Design dac_fifo_rd_sched_flat, sky130hd; sources not shown.
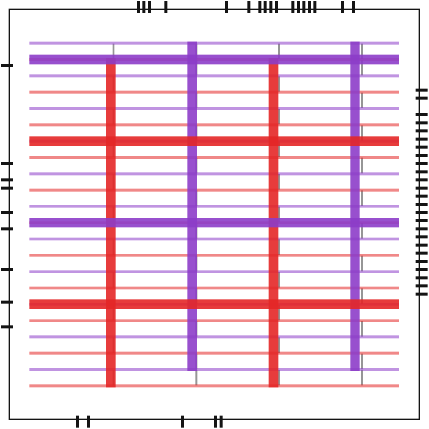
pdn.png
Drawn at 6 px/µm. Pins as bars on the die edge. Tap cells in grey.
Key: purple = VDD; red = VSS
46 tap cells. 22 met1 rails follow the rows.
Chip Width: 68.1 µm
Max IR drop VDD: 262 µV
area inside the core boundary: 3520 µm²

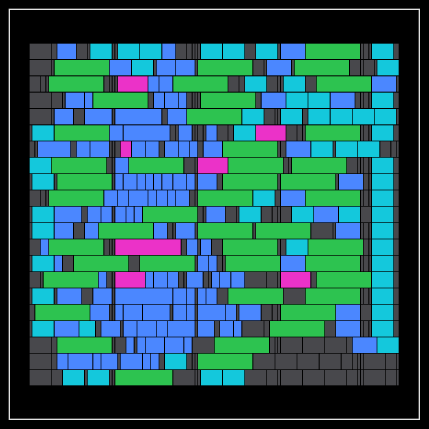
cell_classes.png
Drawn at 6 px/µm. Fill, decap, tap and diode cells in grey.
Key: cyan = other buffers and delay cells [cells 56]; green = flops [cells 45]; blue = all other logic [cells 122]; magenta = clock drivers and dummy loads [cells 7]
fraction of area in registers: 40.9%
placement row count: 21

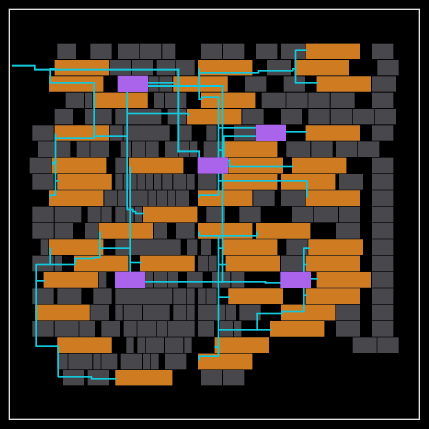
clock_map.png
Drawn at 6 px/µm.
Key: cyan = clock wires [length 479 µm]; purple = cells driving clock nets [count 5]; orange = flip-flops [count 45]
There are 6 routed clock nets.
clock insertion delay at the later pin of the skew report: 0.29 ns
clk pwr: 232 µW
Clock Skew: 0.00616 ns
Clock Power Share: 19.2%

==> COMMIT_EDITMSG <==
Refresh implementation metrics

* Flops & latches, synth: 45
- Gates resized during post-CTS repair numbered 0.
- Cell depth of the worst hold path: 0
* Crit Path Class: register to register
- In this run the maximum-capacitance check reported violations numbering 0.
- Yosys reported that registers with async set or reset make up 100%.
- Final core occ: 78.3%
* Worst setup EP type: register
* Worst Path Buf+Inv: 2
* Adder-cell share of the synthesized area: 2.45%
* MUX share of area: 11.1%
* Placement Setup Slack: 2.90 ns
- The biggest area contributor in the post-synthesis netlist is sky130_fd_sc_hd__dfrtp_1.
- Wire length of the first global-routing pass: 6890 µm
- Static leakage power: 1.23 nW
- The library cells used most frequently in the layout, excluding fill and tap cells, are sky130_fd_sc_hd__clkdlybuf4s50_1, sky130_fd_sc_hd__dfrtp_1, sky130_fd_sc_hd__mux2_2.
- By instance count, the leading cell after synthesis is sky130_fd_sc_hd__dfrtp_1.
- Sequential share of power: 43.6%
- Initial antenna violation count: 0
* Area share of and-or/or-and cells after synthesis: 6.31%
* Worst-Margin Slew: 0.861 ns
* Syn nets: 195
- Registers take 1130 µm².
- Post-layout min period: 2.49 ns
- The data required time reported for the critical path is 5.80 ns.
* Slew margin rel.: 42.5%
* Most frequent cells after synthesis: sky130_fd_sc_hd__dfrtp_1, sky130_fd_sc_hd__mux2_2, sky130_fd_sc_hd__nor2_1
* Final Hold Fails: 0
- Maximum number of pins on one net before global-route repair: 37
- The detailed router reported a total wirelength of 4360 µm.
- The run finished with clean final reports.
- Count of endpoints failing setup in the final report: 0
* Final weighted congestion in routability-driven placement: 0.855
* Portion of the post-synthesis area used by sequential elements: 55.2%
- Once iteration 0 of detailed routing completed, the report listed 80 DRC markers.
- The report lists the cells along the critical path as inv_1 -> ha_1 -> nor3b_1 -> nand3_1 -> inv_1 -> nand4_1 -> nor4_1 -> xor2_1.
- The repair_antennas step left the layout with diodes totalling 0.
- STA classifies the critical path startpoint as a register.
- Per the cell usage report, the commonest logic cell in the layout is sky130_fd_sc_hd__clkdlybuf4s50_1.
- The area growth from synthesis to layout is 34.8%.
* IO buf count: 55
- Main logic family: simple AND/OR/NAND/NOR gates
* Arrival time at the worst endpoint: 2.70 ns
* Post-placement cell area: 2650 µm²
- Number of OpenROAD warnings: 27
- The number of clock buffers added by TritonCTS is 5.
- Fill cell instance count of the final layout: 227
- Clock Root Buffer: sky130_fd_sc_hd__clkbuf_8
* Total Nets Final: 256
- The synthesized netlist was found by Yosys to have 169 cells.
- Summed over all layers, the global routing overflow is 0.
* Starting utilization of the core area: 58.0%
- Cell depth of the worst flop-to-flop path: 8
- Tightest hold margin: 0.384 ns
- The chip area line in the Yosys stat output reads 2040 µm².
- The critical path crosses 8 cells after its start point.
- Synthesis handed over a netlist of 169 instances.
* Hold/Removal Path Class: register to register
- For this design, the sink count on the clock tree is 45.
* Parity-gate share of the synthesized area counting xor and xnor cells: 7.29%
- Worst path setup slack after routing: 3.10 ns
- A synthesized cell averages 12.1 µm².
- Detail-routed via count per cell: 5.53
- Post-CTS repair timing setup buffer count: 0
* Portion of synthesized cell area occupied by the leading cell type: 53.9%
- Yosys synthesis warning count: 6
- The design draws 1.21 mW.
* Top-level port count: 56
* Maximum clock path buffer count: 2
- Summing all multi-input logic gate instances after layout gives 871 µm².
- Post-Route Setup TNS: 0 ns
- The finished layout holds 276 standard cells, fillers aside.
- The internal power of the cells totals 833 µW.
- Note, the detailed placer reported a final HPWL of 3020 µm.
- Per the post-route antenna check, the number of violating nets is 0.
* Largest stage delay, worst path: 0.46 ns
- Setup repair after global routing missed its margin: no
- Share of the clock period used by the worst path: 44.6%
- TritonRoute reported its final design rule violation total as 0.
- TritonCTS built the clock tree.
- Per the detail_route report, routed wire per instance is 15.8 µm.
[layout make-up]
| class | count | area share, % |
|---|---|---|
| Tap cell | 46 | 2.09 |
| Inverter | 10 | 1.36 |
| Clock inverter | 2 | 1.27 |
| Clock buffer | 5 | 2.50 |
| Multi-Input combinational cell | 112 | 31.6 |
| Sequential cell | 45 | 40.9 |
| Timing Repair Buffer | 56 | 20.3 |
[routing by layer]
metal,GRT usage (%),part of all wire [%],vias to the layer above
met2,33.2,49,68
li1,-,-,726
met1,24.8,41,720
met5,0,0,-
met4,8.44,2.4,0
met3,6.40,7.5,13
[power by group through the flow]
stage	clock (mW)	combinational [mW]	sequential (mW)
floorplan	0	0.256	0.506
global placement	0	0.427	0.520
detailed placement	0	0.449	0.531
CTS	0.237	0.454	0.527
global route	0.254	0.494	0.542
finish	0.232	0.452	0.528
Power is estimated from default activity; no workload was simulated.
